--- src/rtl/sram_stage_sequencer.sv ---
// sram_stage_sequencer: runs UART load -> M1 conversion -> VGA display in order,
// hands the external SRAM bus to exactly one stage at a time with a
// write-inhibited guard gap between owners, times out hung stages and reports
// the RUN length of each completed stage.
module sram_stage_sequencer #(
    parameter logic [31:0] TIMEOUT_CYCLES = 32'd50_000_000,
    parameter int unsigned GUARD_CYCLES   = 2
) (
    input  logic        Clock,
    input  logic        Resetn,
    input  logic        Go,
    output logic        Load_start,
    output logic        M1_start,
    output logic        Disp_start,
    input  logic        Load_stop,
    input  logic        M1_stop,
    input  logic [17:0] Load_address,
    input  logic [17:0] M1_address,
    input  logic [17:0] Disp_address,
    input  logic [15:0] Load_write_data,
    input  logic [15:0] M1_write_data,
    input  logic        Load_we_n,
    input  logic        M1_we_n,
    output logic [17:0] SRAM_address,
    output logic [15:0] SRAM_write_data,
    output logic        SRAM_we_n,
    output logic [1:0]  Stage,
    output logic        Error,
    output logic [31:0] Last_stage_cycles
);

    typedef enum logic [3:0] {
        S_IDLE, S_LOAD_GUARD, S_LOAD_START, S_LOAD_RUN,
        S_M1_GUARD, S_M1_START, S_M1_RUN,
        S_DISP_GUARD, S_DISP_START, S_DISP_RUN, S_ERROR
    } state_t;

    typedef struct packed {
        logic [17:0] addr;
        logic [15:0] wdata;
        logic        we_n;
    } sram_bus_t;

    localparam int GW = (GUARD_CYCLES > 1) ? $clog2(GUARD_CYCLES) : 1;
    localparam logic [GW-1:0] GUARD_LAST = GW'(GUARD_CYCLES - 1);

    state_t        state, state_n;
    logic          go_q, go_rise;
    logic [GW-1:0] guard_cnt;
    logic [31:0]   run_cnt, run_inc;
    logic          in_guard, in_run, stop_seen;
    sram_bus_t     bus;

    function automatic logic [1:0] stage_of(input state_t s);
        case (s)
            S_LOAD_GUARD, S_LOAD_START, S_LOAD_RUN: stage_of = 2'd1;
            S_M1_GUARD, S_M1_START, S_M1_RUN:       stage_of = 2'd2;
            S_DISP_GUARD, S_DISP_START, S_DISP_RUN: stage_of = 2'd3;
            default:                                stage_of = 2'd0;
        endcase
    endfunction

    assign go_rise   = Go & ~go_q;
    assign in_guard  = (state == S_LOAD_GUARD) || (state == S_M1_GUARD) || (state == S_DISP_GUARD);
    assign in_run    = (state == S_LOAD_RUN) || (state == S_M1_RUN) || (state == S_DISP_RUN);
    // Saturating increment; the same value feeds the timeout compare and the cycle report.
    assign run_inc   = (run_cnt == '1) ? run_cnt : run_cnt + 32'd1;
    // Stop levels only count inside their own RUN state, so a stale level is harmless.
    assign stop_seen = ((state == S_LOAD_RUN) && Load_stop) || ((state == S_M1_RUN) && M1_stop);

    // Next-state logic: fixed stage order, stop beats timeout, Go only acts when not mid-stage.
    always_comb begin
        state_n = state;
        case (state)
            S_IDLE, S_DISP_RUN, S_ERROR: if (go_rise) state_n = S_LOAD_GUARD;
            S_LOAD_GUARD: if (guard_cnt == GUARD_LAST) state_n = S_LOAD_START;
            S_LOAD_START: state_n = S_LOAD_RUN;
            S_LOAD_RUN: begin
                if (Load_stop)                        state_n = S_M1_GUARD;
                else if (run_inc == TIMEOUT_CYCLES)   state_n = S_ERROR;
            end
            S_M1_GUARD:   if (guard_cnt == GUARD_LAST) state_n = S_M1_START;
            S_M1_START:   state_n = S_M1_RUN;
            S_M1_RUN: begin
                if (M1_stop)                          state_n = S_DISP_GUARD;
                else if (run_inc == TIMEOUT_CYCLES)   state_n = S_ERROR;
            end
            S_DISP_GUARD: if (guard_cnt == GUARD_LAST) state_n = S_DISP_START;
            S_DISP_START: state_n = S_DISP_RUN;
            default:      state_n = S_IDLE;
        endcase
    end

    // State, counters and registered outputs; outputs are loaded from the next state
    // so they line up with the state they describe.
    always_ff @(posedge Clock or negedge Resetn) begin
        if (!Resetn) begin
            state             <= S_IDLE;
            go_q              <= 1'b1;  // a Go level held through reset is not an edge
            guard_cnt         <= '0;
            run_cnt           <= '0;
            Load_start        <= 1'b0;
            M1_start          <= 1'b0;
            Disp_start        <= 1'b0;
            Stage             <= 2'd0;
            Error             <= 1'b0;
            Last_stage_cycles <= '0;
        end else begin
            state      <= state_n;
            go_q       <= Go;
            Load_start <= (state_n == S_LOAD_START);
            M1_start   <= (state_n == S_M1_START);
            Disp_start <= (state_n == S_DISP_START);
            Stage      <= stage_of(state_n);
            Error      <= (state_n == S_ERROR);
            if (state_n != state)  guard_cnt <= '0;
            else if (in_guard)     guard_cnt <= guard_cnt + 1'b1;
            if (state_n != state)  run_cnt <= '0;
            else if (in_run)       run_cnt <= run_inc;
            if (stop_seen)         Last_stage_cycles <= run_inc;
        end
    end

    // SRAM owner mux straight from the state register; guard, idle and error are write-inhibited.
    always_comb begin
        bus = '{addr: 18'd0, wdata: 16'd0, we_n: 1'b1};
        case (state)
            S_LOAD_START, S_LOAD_RUN: bus = '{addr: Load_address, wdata: Load_write_data, we_n: Load_we_n};
            S_M1_START, S_M1_RUN:     bus = '{addr: M1_address, wdata: M1_write_data, we_n: M1_we_n};
            S_DISP_START, S_DISP_RUN: bus = '{addr: Disp_address, wdata: 16'd0, we_n: 1'b1};
            default:                  bus = '{addr: 18'd0, wdata: 16'd0, we_n: 1'b1};
        endcase
    end

    assign SRAM_address    = bus.addr;
    assign SRAM_write_data = bus.wdata;
    assign SRAM_we_n       = bus.we_n;

endmodule

--- config.mk ---
export PLATFORM = sky130hd
export DESIGN_NAME = sram_stage_sequencer
export DESIGN_NICKNAME = d
export VERILOG_FILES = /design/src/rtl/sram_stage_sequencer.sv
export SDC_FILE = /design/constraint.sdc
export NUM_CORES = 1
export LEC_CHECK = 0
export CORE_ASPECT_RATIO = 1.1
export CORE_MARGIN = 2
export CORE_UTILIZATION = 43
export DETAILED_ROUTE_END_ITERATION = 10
export PLACE_DENSITY = 0.77
export SYNTH_ARGS = -nofsm -noshare
export SYNTH_HDL_FRONTEND = slang
export SYNTH_SLANG_ARGS = --single-unit
export TNS_END_PERCENT = 5
--- constraint.sdc ---
create_clock -name Clock -period 4.7 [get_ports Clock]
set_input_delay 0.94 -clock Clock [delete_from_list [all_inputs] [get_ports Clock]]
set_output_delay 0.94 -clock Clock [all_outputs]
set_load 0.01 [all_outputs]
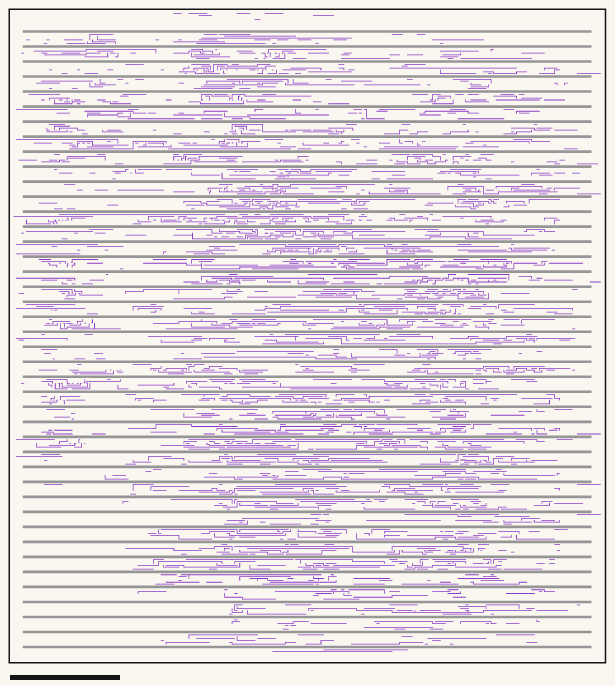
layer_met1.png
The bar under the picture is 20 um long. Supply wires on this layer in grey.
761 nets have wire on it. The layer holds 41% of the routed length. The longest straight run is 29.9 um. The wires run mostly horizontal.
routed via count: 5271
met1 GRT Util: 0.3415
Routed WL: 17030 um

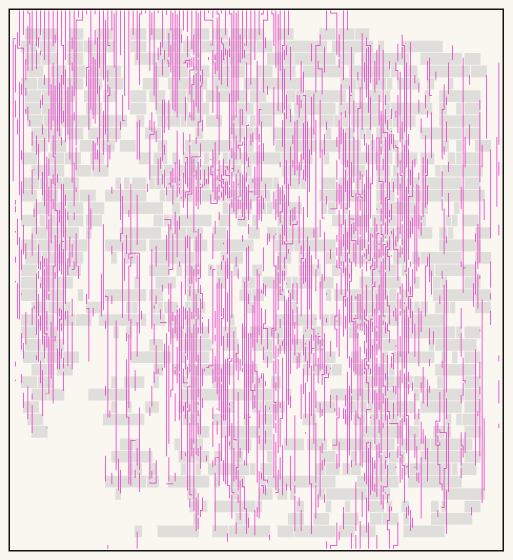
layer_met2.png
The wires run mostly vertical. The layer carries 8410 um of wire.
met2 usage: 0.4568

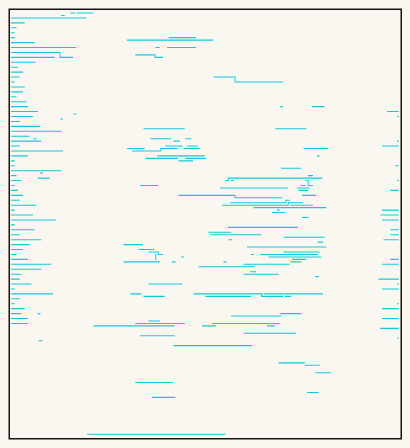
layer_met3.png
154 nets have wire on it. The longest straight run is 38.0 um. The wires run mostly horizontal.

==> changes_impl.md <==
### Physical design

* Setup Skew at 0.006327 ns
* Post-CTS Hold Fix Bufs at 0
* Post-Syn Area at 0.005092 mm^2
* CP endpoint: run_cnt[1]
* Worst Hold Path Cells at 2
* Largest net degree at the start of global routing at 51
* Die X at 107.8 um
* Clock share of power at 0.207
* Clk pwr at 0.663 mW
* Area grow syn2layout at 38.77%
* Largest class: combinational gates
* Setup crit start: run_cnt[0]
* NonClk Buf Share at 0.2468
* Ys async rst share at 1.000
* CTS tree: built
* Logic share of the area at 0.4023
* Per-cell routed wire length at 18.51 um
* VDD IR-drop max at 358.0 uV
* FILL cells at 1019
* Relative slew slack at 0.1466
* Final critical-path required period at 4.123 ns
* P_comb at 1.70 mW
* P_leak at 2.974 nW
* Die ar. at 0.01273 mm^2
* Row cnt at 41
* Chip Area, Yosys at 0.005092 mm^2
* CP Class: flip-flop to flip-flop
* RSZ-0062 raised after global routing: no
* Power share of the combinational group at 0.531
* Initial Utilization at 0.4432
* Clk buf depth at 2
* Initial DRC count at 540
* Unique masters post-synth at 61
* CP Max Fanout at 33
* Multi-input gates at 472
* Max Used Layer: met4
* Number of flops mapped to enable cells by yosys at 0
* Synthesized net count at 722
* OpenROAD warning count at 26
* Setup Total Neg Slack at 0 ns
* Metal2 WL at 8408 um
* Setup violations, final at 0
* Seq power at 0.842 mW
* Total Routing Usage GR at 0.2721
* Share of layout cells above drive strength 1 at 0.06494
* CTS H-tree depth at 3
* Post-Syn Area per Cell at 8.109 um^2
* Top pwr grp: combinational cells
* Post-CTS Setup Bufs at 0
* Period utilization at 0.8773
* Post-cts repair resize count at 0
* RR Startpoint: run_cnt[0]
* Final instance area at 0.007067 mm^2
* Met1 wire length at 6897 um
* Post-DP HPWL at 12810 um
* Total Power at 3.206 mW
* Well tap count at 150
* Clkbuf count at 9
* Initial antenna violation count at 0
* Outcome: finished, final reports clean
* Max Cap Viol at 0
* RR Endpoint: run_cnt[1]
* Sw Ratio at 0.4061
* Routability Congestion at 0.9044
* P_int at 1.904 mW
* Clock transition at path regs at 0.06 ns
* Yosys top cell by instances: nand2_1
* Hold path endpoint: Last_stage_cycles[16]
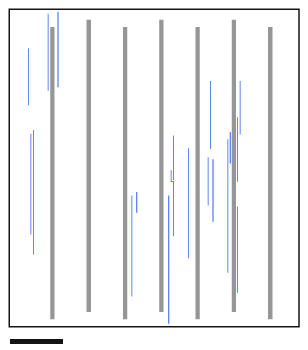
layer_met4.png
The bar under the picture is 20 um long. Supply wires on this layer in grey.
The wires run mostly vertical. 17 nets have wire on it. The layer holds 3.2% of the routed length. The longest straight run is 49.6 um. The layer carries 539 um of wire.

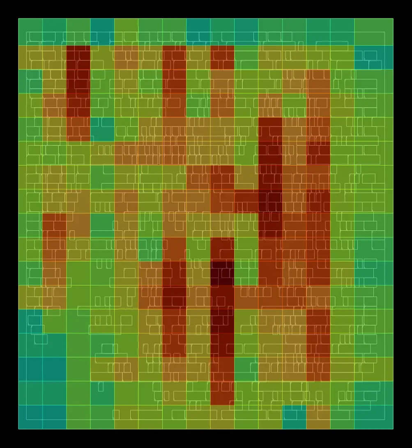
congestion.png
Final Core Density: 0.6150
global route hottest layer: met2
met3 Usage GRT: 0.05405

## state kept, by name, indices dropped and copies added (netlist names), 2 cells and up
| register | count |
|---|---|
| run_cnt | 32 |
| Stage | 2 |
| state | 4 |
| Last_stage_cycles | 32 |
## metrics by stage
step	util	setup slack (ns)
4_1_cts	0.6150	0.6021
5_1_grt	0.6150	0.3258
3_3_place_gp	0.5903	0.7481
6_report	0.6150	0.5766
3_5_place_dp	0.5903	0.6030
2_1_floorplan	-	1.120
## logic make-up after synthesis
logic type               count (synthesis)  share of synthesized area
AND-OR/OR-AND                          122                     0.1774
XOR/XNOR                                55                    0.09459
adder cells (fa/ha/maj)                  2                   0.004422
buffers and inverters                   80                    0.06978
flip-flops                              76                     0.3737
multiplexers                             2                   0.004913
AND/OR/NAND/NOR                        291                     0.2752
## placed cells by master (no fill, tap or decap), drive strengths merged, types with 2 or more instances in the layout
master and count:
o21ai 30, nor2b 2, inv 32, o211ai 7, xor2 23, a311oi 2, nor2 72, o31ai 5
o41ai 2, xnor2 32, a211oi 2, a222oi 18, o22ai 3, clkbuf 9, a21o 2, a2bb2oi 2
a211o 3, buf 14, clkinv 2, clkdlybuf4s50 164, and3 10, and2 7, nand4 15, nor3 12
a21oi 10, a22o 16, nand3 18, nand2b 6, a22oi 5, nand2 117, a31oi 9, nor4 9
and4 7, or4 5, dfrtp 75, or3 6
## worst max-delay path, stage by stage (launching register included)
cell and delay, ns:
dfrtp_1 0.49, ha_1 0.31, and4_1 0.34, nand2_1 0.23, or4_4 0.67, a311oi_1 0.31, a2bb2oi_1 0.21, nand4_2 0.19
o41ai_2 0.46, nand2_2 0.12, mux2_4 0.49, nor3b_2 0.22
No activity file was given, so power comes from the tool's default toggle rates.
